**src/rtl/maze_wall_query.sv**
```systemverilog
// Wall-flag responder for the ghost movers: reads the four neighbours of a
// queried tile from the synchronous maze ROM. Optional macro TUNNEL_WRAP_EN.
module maze_wall_query #(
    parameter int GRID_W     = 28,
    parameter int GRID_H     = 31,
    parameter int ADDR_W     = 10,
    parameter int TUNNEL_ROW = 14
) (
    input  logic              clk,
    input  logic              reset,
    input  logic              req_valid,
    output logic              req_ready,
    input  logic [5:0]        req_x,
    input  logic [5:0]        req_y,
    output logic              resp_valid,
    input  logic              resp_ready,
    output logic [5:0]        resp_x,
    output logic [5:0]        resp_y,
    output logic              wall_up,
    output logic              wall_down,
    output logic              wall_left,
    output logic              wall_right,
    output logic              rom_en,
    output logic [ADDR_W-1:0] rom_addr,
    input  logic              rom_data
);

    typedef enum logic [2:0] {IDLE, RD_U, RD_D, RD_L, RD_R, CAP, RESP} state_t;

    localparam logic signed [6:0] GW_S = 7'(GRID_W);
    localparam logic signed [6:0] GH_S = 7'(GRID_H);

    state_t            state_q, state_d;
    logic [5:0]        x_q, x_d, y_q, y_d;
    logic              rd_ok_q, rd_ok_d;
    logic              up_s_q, up_s_d, dn_s_q, dn_s_d, lf_s_q, lf_s_d;
    logic              req_ready_q, req_ready_d;
    logic              resp_valid_q, resp_valid_d;
    logic [5:0]        resp_x_q, resp_x_d, resp_y_q, resp_y_d;
    logic              wall_up_q, wall_up_d, wall_down_q, wall_down_d;
    logic              wall_left_q, wall_left_d, wall_right_q, wall_right_d;
    logic              rom_en_q, rom_en_d;
    logic [ADDR_W-1:0] rom_addr_q, rom_addr_d;

    logic [5:0]        x_src, y_src;
    logic signed [6:0] xs, ys, ny_u, ny_d, nx_l, nx_r, lf_x, rt_x;
    logic              q_oob, up_ok, dn_ok, lf_ok, rt_ok, cap_bit;

    function automatic logic [ADDR_W-1:0] tile_addr(input logic [6:0] tx, input logic [6:0] ty);
        return ADDR_W'(ty) * ADDR_W'(GRID_W) + ADDR_W'(tx);
    endfunction

    // Neighbours are derived from the incoming request while idle so the
    // first ROM address is ready in the very first read state.
    always_comb begin
        x_src = (state_q == IDLE) ? req_x : x_q;
        y_src = (state_q == IDLE) ? req_y : y_q;
        xs    = $signed({1'b0, x_src});
        ys    = $signed({1'b0, y_src});
        ny_u  = ys - 7'sd1;
        ny_d  = ys + 7'sd1;
        nx_l  = xs - 7'sd1;
        nx_r  = xs + 7'sd1;
        q_oob = (xs >= GW_S) || (ys >= GH_S);
        up_ok = !q_oob && (ny_u >= 7'sd0);
        dn_ok = !q_oob && (ny_d < GH_S);
        lf_x  = nx_l;
        rt_x  = nx_r;
        lf_ok = !q_oob && (nx_l >= 7'sd0);
        rt_ok = !q_oob && (nx_r < GW_S);
`ifdef TUNNEL_WRAP_EN
        if (y_src == 6'(TUNNEL_ROW)) begin
            if (nx_l < 7'sd0) begin
                lf_x  = GW_S - 7'sd1;
                lf_ok = !q_oob;
            end
            if (nx_r >= GW_S) begin
                rt_x  = 7'sd0;
                rt_ok = !q_oob;
            end
        end
`endif
        // A skipped read returns a forced wall instead of stale ROM data.
        cap_bit = rd_ok_q ? rom_data : 1'b1;
    end

    always_comb begin
        state_d      = state_q;
        x_d          = x_q;
        y_d          = y_q;
        rd_ok_d      = rom_en_q;
        up_s_d       = up_s_q;
        dn_s_d       = dn_s_q;
        lf_s_d       = lf_s_q;
        req_ready_d  = req_ready_q;
        resp_valid_d = resp_valid_q;
        resp_x_d     = resp_x_q;
        resp_y_d     = resp_y_q;
        wall_up_d    = wall_up_q;
        wall_down_d  = wall_down_q;
        wall_left_d  = wall_left_q;
        wall_right_d = wall_right_q;
        rom_en_d     = 1'b0;
        rom_addr_d   = rom_addr_q;
        case (state_q)
            IDLE: begin
                if (req_valid) begin
                    state_d     = RD_U;
                    x_d         = req_x;
                    y_d         = req_y;
                    req_ready_d = 1'b0;
                    rom_en_d    = up_ok;
                    if (up_ok) rom_addr_d = tile_addr(xs, ny_u);
                end
            end
            RD_U: begin
                state_d  = RD_D;
                rom_en_d = dn_ok;
                if (dn_ok) rom_addr_d = tile_addr(xs, ny_d);
            end
            RD_D: begin
                state_d  = RD_L;
                up_s_d   = cap_bit;
                rom_en_d = lf_ok;
                if (lf_ok) rom_addr_d = tile_addr(lf_x, ys);
            end
            RD_L: begin
                state_d  = RD_R;
                dn_s_d   = cap_bit;
                rom_en_d = rt_ok;
                if (rt_ok) rom_addr_d = tile_addr(rt_x, ys);
            end
            RD_R: begin
                state_d = CAP;
                lf_s_d  = cap_bit;
            end
            CAP: begin
                state_d      = RESP;
                wall_up_d    = up_s_q;
                wall_down_d  = dn_s_q;
                wall_left_d  = lf_s_q;
                wall_right_d = cap_bit;
                resp_x_d     = x_q;
                resp_y_d     = y_q;
                resp_valid_d = 1'b1;
            end
            RESP: begin
                if (resp_ready) begin
                    state_d      = IDLE;
                    resp_valid_d = 1'b0;
                    req_ready_d  = 1'b1;
                end
            end
            default: begin
                state_d      = IDLE;
                resp_valid_d = 1'b0;
                req_ready_d  = 1'b1;
            end
        endcase
    end

    always_ff @(posedge clk or posedge reset) begin
        if (reset) begin
            state_q      <= IDLE;
            x_q          <= '0;
            y_q          <= '0;
            rd_ok_q      <= 1'b0;
            up_s_q       <= 1'b0;
            dn_s_q       <= 1'b0;
            lf_s_q       <= 1'b0;
            req_ready_q  <= 1'b1;
            resp_valid_q <= 1'b0;
            resp_x_q     <= '0;
            resp_y_q     <= '0;
            wall_up_q    <= 1'b0;
            wall_down_q  <= 1'b0;
            wall_left_q  <= 1'b0;
            wall_right_q <= 1'b0;
            rom_en_q     <= 1'b0;
            rom_addr_q   <= '0;
        end else begin
            state_q      <= state_d;
            x_q          <= x_d;
            y_q          <= y_d;
            rd_ok_q      <= rd_ok_d;
            up_s_q       <= up_s_d;
            dn_s_q       <= dn_s_d;
            lf_s_q       <= lf_s_d;
            req_ready_q  <= req_ready_d;
            resp_valid_q <= resp_valid_d;
            resp_x_q     <= resp_x_d;
            resp_y_q     <= resp_y_d;
            wall_up_q    <= wall_up_d;
            wall_down_q  <= wall_down_d;
            wall_left_q  <= wall_left_d;
            wall_right_q <= wall_right_d;
            rom_en_q     <= rom_en_d;
            rom_addr_q   <= rom_addr_d;
        end
    end

    assign req_ready  = req_ready_q;
    assign resp_valid = resp_valid_q;
    assign resp_x     = resp_x_q;
    assign resp_y     = resp_y_q;
    assign wall_up    = wall_up_q;
    assign wall_down  = wall_down_q;
    assign wall_left  = wall_left_q;
    assign wall_right = wall_right_q;
    assign rom_en     = rom_en_q;
    assign rom_addr   = rom_addr_q;

endmodule

```
**config.mk**
```make
export PLATFORM = sky130hd
export DESIGN_NAME = maze_wall_query
export DESIGN_NICKNAME = d
export VERILOG_FILES = /design/src/rtl/maze_wall_query.sv
export SDC_FILE = /design/constraint.sdc
export NUM_CORES = 1
export LEC_CHECK = 0
export CORE_MARGIN = 8
export CORE_UTILIZATION = 52
export CTS_CLUSTER_DIAMETER = 150
export DETAILED_ROUTE_END_ITERATION = 10
export GPL_TIMING_DRIVEN = 0
export PLACE_DENSITY = 0.77
export RECOVER_POWER = 25
export SYNTH_ARGS = -nofsm -noshare
export SYNTH_HDL_FRONTEND = slang
export SYNTH_SLANG_ARGS = --single-unit
```
**constraint.sdc**
```tcl
create_clock -name clk -period 5.5 [get_ports clk]
set_input_delay 1.65 -clock clk [delete_from_list [all_inputs] [get_ports clk]]
set_output_delay 1.65 -clock clk [all_outputs]
set_load 0.1 [all_outputs]
```
Run 1, met1 routing:
Bar = 20 um.
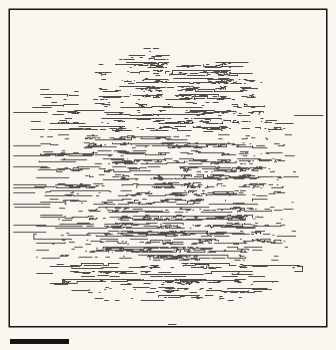
wire length on this layer: 4390 um
nets with wire on the layer: 529

Run 1, the metal 2 layer:
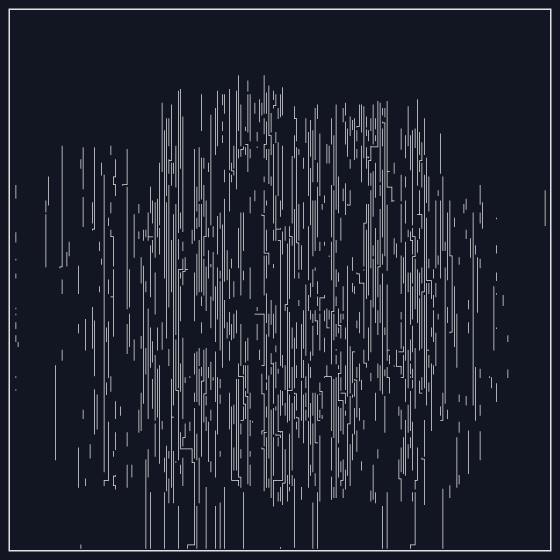
main direction: vertical
longest straight run: 58.8 um
share of all routed wire: 49%
nets with wire on the layer: 498

==> impl_results.html, run 1 <==
<p>Metrics extracted from the flow reports.</p>
<table>
<tr><th>Metric</th><th>Value</th></tr>
<tr><th colspan="2">Finish</th></tr>
<tr><td>Share of the final layout cell area in sequential cells</td><td>0.232</td></tr>
<tr><td>Area growth from synthesis to final layout</td><td>20.2%</td></tr>
<tr><td>Non-clock buffers</td><td>around 63</td></tr>
<tr><td>Number of signal-net inverters in the final layout</td><td>39</td></tr>
<tr><td>Highest-count cells in the layout ignoring fill and taps</td><td>sky130_fd_sc_hd__dfrtp_1 (47), sky130_fd_sc_hd__nand2_1 (44), sky130_fd_sc_hd__ha_1 (43)</td></tr>
<tr><td>Flip-flop and latch area</td><td>~0.0012 sq mm</td></tr>
<tr><td>Number of multi-input combinational cells</td><td>350</td></tr>
<tr><td>Most area-hungry cell class in the final design</td><td>combinational gates</td></tr>
<tr><td>Share of cell area taken by multi-input logic gates</td><td>0.588</td></tr>
<tr><th colspan="2">Route</th></tr>
<tr><td>Average detailed-routed wire length per instance</td><td>~16 um</td></tr>
<tr><td>First-iteration detailed-routing DRC count</td><td>146</td></tr>
<tr><th colspan="2">Synth</th></tr>
<tr><td>Dominant register cell in the synthesized netlist</td><td>sky130_fd_sc_hd__dfrtp_1</td></tr>
<tr><td>Top cell type by total area after synthesis</td><td>sky130_fd_sc_hd__dfrtp_1</td></tr>
<tr><td>Complex-gate fraction of the synthesized area</td><td>0.129</td></tr>
<tr><td>Distinct lib cells</td><td>54</td></tr>
<tr><td>Area share, top type</td><td>0.273</td></tr>
<tr><td>Fraction of registers with async set or reset after synthesis</td><td>1.00</td></tr>
<tr><td>Chip area line of the yosys report</td><td>roughly 0.0043 sq mm</td></tr>
<tr><td>Synth Cell Area</td><td>0.00431 sq mm</td></tr>
<tr><th colspan="2">STA</th></tr>
<tr><td>Final tally of max-slew violations</td><td>37</td></tr>
<tr><td>Clock period minus final worst setup slack</td><td>roughly 5.3 ns</td></tr>
<tr><td>Fin Clk Skew</td><td>0.0128 ns</td></tr>
<tr><td>Unrepaired setup endpoints after global routing</td><td>no</td></tr>
<tr><td>Fmax</td><td>between 0.15 and 0.2 GHz</td></tr>
<tr><td>Max_slew headroom</td><td>-0.273</td></tr>
<tr><th colspan="2">Global route</th></tr>
<tr><td>Maximum number of pins on one net before global-route repair</td><td>37</td></tr>
<tr><td>Global Route Usage Sum</td><td>0.175</td></tr>
<tr><th colspan="2">Status</th></tr>
<tr><td>Status</td><td>finished with violations</td></tr>
<tr><td>Violations in the final reports</td><td>capacitance limit, slew limit</td></tr>
<tr><th colspan="2">Hold path</th></tr>
<tr><td>Number of stages on the worst hold path</td><td>0</td></tr>
<tr><td>Terminating pin of the worst hold path</td><td>rd_ok_q$_DFF_PP0_</td></tr>
<tr><td>Type of the most critical hold path</td><td>reg -&gt; reg</td></tr>
<tr><th colspan="2">Clock tree</th></tr>
<tr><td>Clock tree root driver cell</td><td>sky130_fd_sc_hd__clkbuf_8</td></tr>
<tr><td>Count of clock tree sinks</td><td>48</td></tr>
<tr><td>CTS tree</td><td>done</td></tr>
<tr><td>Latest clock arrival within the worst-skew pair</td><td>0.30 ns</td></tr>
<tr><th colspan="2">Job</th></tr>
<tr><td>Number of maximum-capacitance constraint violations</td><td>1</td></tr>
<tr><th colspan="2">Placement</th></tr>
<tr><td>Weighted congestion reported at the end of routability-driven placement</td><td>about 0.85</td></tr>
<tr><td>DPL Wire Length</td><td>between 7000 and 8000 um</td></tr>
<tr><th colspan="2">Critical path</th></tr>
<tr><td>Launch point of the worst reg-to-reg path</td><td>state_q[1]$_DFFE_PP0P_</td></tr>
<tr><td>Worst Path Required</td><td>roughly 5.7 ns</td></tr>
<tr><td>Worst setup endpoint</td><td>rom_addr[9]$_DFFE_PP0P_</td></tr>
<tr><td>Data arrival at the endpoint of the critical path</td><td>between 5 and 6 ns</td></tr>
<tr><th colspan="2">Floorplanning</th></tr>
<tr><td>Cell Rows</td><td>33</td></tr>
<tr><td>Height of the chip</td><td>about 110 um</td></tr>
<tr><td>Floorplan core area</td><td>between 0.008 and 0.009 sq mm</td></tr>
</table>
Run 1, the metal 3 layer:
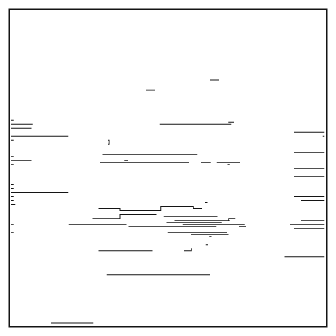
longest straight run: 34.7 um
main direction: horizontal
share of all routed wire: 5.7%
nets with wire on the layer: 47
wire length on this layer: 564 um

==> run 1: metal layers <==
metal / track usage / part of all wire / vias up / wire length [um]
met4: 0.0402 / 0.012 / 0 / 114
li1: - / - / 1658 / -
met5: 0 / 0 / - / 0
met3: 0.0366 / 0.057 / 12 / 563
met1: 0.221 / 0.45 / 1644 / 4390
met2: 0.297 / 0.49 / 80 / 4800
==> run 1: timing repair <==
action	4_1_cts	5_1_grt
pin swaps	1	3
endpoints found under the setup margin	5	3
setup buffers	2	4
gates resized	15	16
hold endpoints to repair	0	0
==> run 1: Yosys cell counts, drive strengths merged, types with 2 or more instances <==
cell and number:
dfrtp 47, ha 45, nand2 44, inv 39
xnor2 31, mux2 29, a21oi 27, o21ai 24
nor2 23, mux2i 19, fa 18, xor2 10
a21o 9, clkbuf 7, nand3 7, nor2b 7
nor3 6, a31oi 4, and2 4, and3 4
buf 4, nand2b 4, o31ai 4, a211oi 3
o21a 3, o21bai 3, a221o 2, nand4b 2
nor3b 2, nor4 2, o211ai 2
==> run 1: sequential cells by signal, indices dropped and copies added (netlist names), 3 cells and up <==
signal,cells
rom_addr,10
resp_x,6
resp_y,6
x_q,6
y_q,6
state_q,3
==> run 1: metrics by stage <==
step	instance area (sq um)	hold WS, ns	worst slack [ns]
finish	5180	0.396	0.243
global route	5180	0.428	0.0499
CTS	5090	0.402	0.00422
detailed placement	4910	0.376	-1.28
global placement	4890	0.370	-1.10
floorplan	4310	0.446	0.0504
==> run 1: critical path, delay by kind of cell <==
family | cells | cell delay (ns)
compound gates | 4 | 0.82
fa+ha+maj | 2 | 0.88
mux | 2 | 0.49
buf+inv | 4 | 0.91
xor+xnor | 2 | 0.45
simple gates | 2 | 0.25
## Run 2: what changed since run 1
--- a/config.mk
+++ b/config.mk
@@ -6,11 +6,11 @@
 export NUM_CORES = 1
 export LEC_CHECK = 0
 export CORE_MARGIN = 8
-export CORE_UTILIZATION = 52
+export CORE_UTILIZATION = 58
 export CTS_CLUSTER_DIAMETER = 150
 export DETAILED_ROUTE_END_ITERATION = 10
 export GPL_TIMING_DRIVEN = 0
-export PLACE_DENSITY = 0.77
+export PLACE_DENSITY = 0.82
 export RECOVER_POWER = 25
 export SYNTH_ARGS = -nofsm -noshare
 export SYNTH_HDL_FRONTEND = slang
==> constraint.sdc (replaced) <==
create_clock -name clk -period 5.3 [get_ports clk]
set_input_delay 1.59 -clock clk [delete_from_list [all_inputs] [get_ports clk]]
set_output_delay 1.59 -clock clk [all_outputs]
set_load 0.1 [all_outputs]
Run 2, met1 routing:
Bar = 20 um.
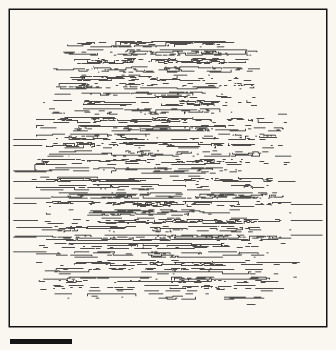
main direction: horizontal
share of all routed wire: 46%
longest straight run: 39.6 um
wire length on this layer: 4610 um

==> run 2 against run 1 <==
Net effect:
- the run still ends with capacitance limit, slew limit left
- wire length is 2.0% higher
- via count rose by 0.27%
- cell area rose by 2.0%
- highest routed layer unchanged
- register-to-register slack got worse by 0.13 ns
- largest cell class unchanged
- worst hold slack worse by 0.016 ns
- worst setup slack got worse by 0.076 ns
- non-clock buffer count is 5 higher
- critical endpoint unchanged
==> impl_results.html, run 2 <==
<p>Metrics extracted from the flow reports.</p>
<table>
<tr><th>Metric</th><th>Value</th></tr>
<tr><th colspan="2">Placement</th></tr>
<tr><td>DPL Wire Length</td><td>about 7600 um</td></tr>
<tr><td>Weighted congestion reported at the end of routability-driven placement</td><td>around 0.86</td></tr>
<tr><td>Worst slack at placement</td><td>-1.22 ns</td></tr>
<tr><th colspan="2">Synth</th></tr>
<tr><td>Distinct lib cells</td><td>between 50 and 60</td></tr>
<tr><td>Area share, top type</td><td>0.273</td></tr>
<tr><td>Top cells by instance count after synthesis</td><td>sky130_fd_sc_hd__dfrtp_1 (47), sky130_fd_sc_hd__ha_1 (45), sky130_fd_sc_hd__nand2_1 (44)</td></tr>
<tr><td>Synth Cell Area</td><td>between 0.004 and 0.005 sq mm</td></tr>
<tr><td>Top cell type by total area after synthesis</td><td>sky130_fd_sc_hd__dfrtp_1</td></tr>
<tr><th colspan="2">Critical path</th></tr>
<tr><td>Buf+Inv Stages, Crit Path</td><td>3</td></tr>
<tr><th colspan="2">Status</th></tr>
<tr><td>Violations in the final reports</td><td>capacitance limit, slew limit</td></tr>
<tr><td>Status</td><td>finished with violations</td></tr>
<tr><th colspan="2">Job</th></tr>
<tr><td>Number of maximum-capacitance constraint violations</td><td>1</td></tr>
<tr><th colspan="2">STA</th></tr>
<tr><td>Final tally of max-slew violations</td><td>33</td></tr>
<tr><td>Min setup slack post-route</td><td>about 0.17 ns</td></tr>
<tr><td>Clock period minus final worst setup slack</td><td>about 5.1 ns</td></tr>
<tr><th colspan="2">Finish</th></tr>
<tr><td>Flip-flop and latch area</td><td>between 0.001 and 0.0015 sq mm</td></tr>
<tr><td>Highest-count cells in the layout ignoring fill and taps</td><td>sky130_fd_sc_hd__dfrtp_1 (47), sky130_fd_sc_hd__nand2_1 (44), sky130_fd_sc_hd__ha_1 (43)</td></tr>
<tr><td>Layout Cell Area excl Fill</td><td>0.00528 sq mm</td></tr>
<tr><th colspan="2">Clock tree</th></tr>
<tr><td>CTS tree</td><td>done</td></tr>
<tr><th colspan="2">Hold path</th></tr>
<tr><td>Type of the most critical hold path</td><td>reg -&gt; reg</td></tr>
</table>
Run 2, the metal 3 layer:
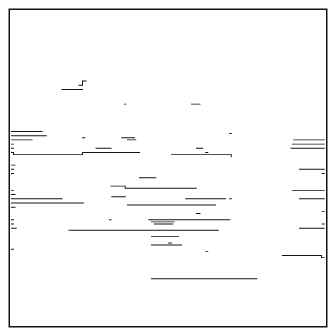
nets with wire on the layer: 49
longest straight run: 48.3 um
share of all routed wire: 4.7%

==> run 2: cell counts after synthesis <==
No cell type changed its count.
==> run 2: routing by layer <==
| layer | GRT usage | vias to the layer above | wire length (um) |
|---|---|---|---|
| li1 | - | 1658 | - |
| met1 | 0.263 | 1655 | 4610 |
| met2 | 0.333 | 74 | 4830 |
| met3 | 0.0327 | 16 | 474 |
| met4 | 0.0519 | 0 | 150 |
| met5 | 0 | - | 0 |
==> run 2: what timing repair did <==
| item | 4_1_cts | 5_1_grt |
|---|---|---|
| pin swaps | 1 | 5 |
| setup buffers | 5 | 6 |
| gates resized | 20 | 21 |
| gates cloned | 0 | 0 |
| endpoints found under the setup margin | 5 | 3 |
==> run 2: cell type report <==
class                      instances  area share
multi-input combinational        350       0.583
sequential                        48       0.228
timing repair buffer              57       0.104
inverter                          39      0.0277
tap                               99      0.0234
clock buffer                       6      0.0156
buffer                            11      0.0116
clock inverter                     2     0.00734
==> run 2: path summary, 6_finish.rpt <==
path                                           end  slack, ns                   start  depth (start not counted)
max in group asynchronous  rom_addr[2]$_DFFE_PP0P_       1.53                   reset                          3
max reg2reg                rom_addr[9]$_DFFE_PP0P_       0.35  state_q[1]$_DFFE_PP0P_                         20
max                        rom_addr[9]$_DFFE_PP0P_       0.17                req_y[0]                         17
min                              rd_ok_q$_DFF_PP0_       0.38        rom_en$_DFF_PP0_                          0
min reg2reg                      rd_ok_q$_DFF_PP0_       0.38        rom_en$_DFF_PP0_                          0
min in group asynchronous       x_q[1]$_DFFE_PP0P_       1.80                   reset                          2
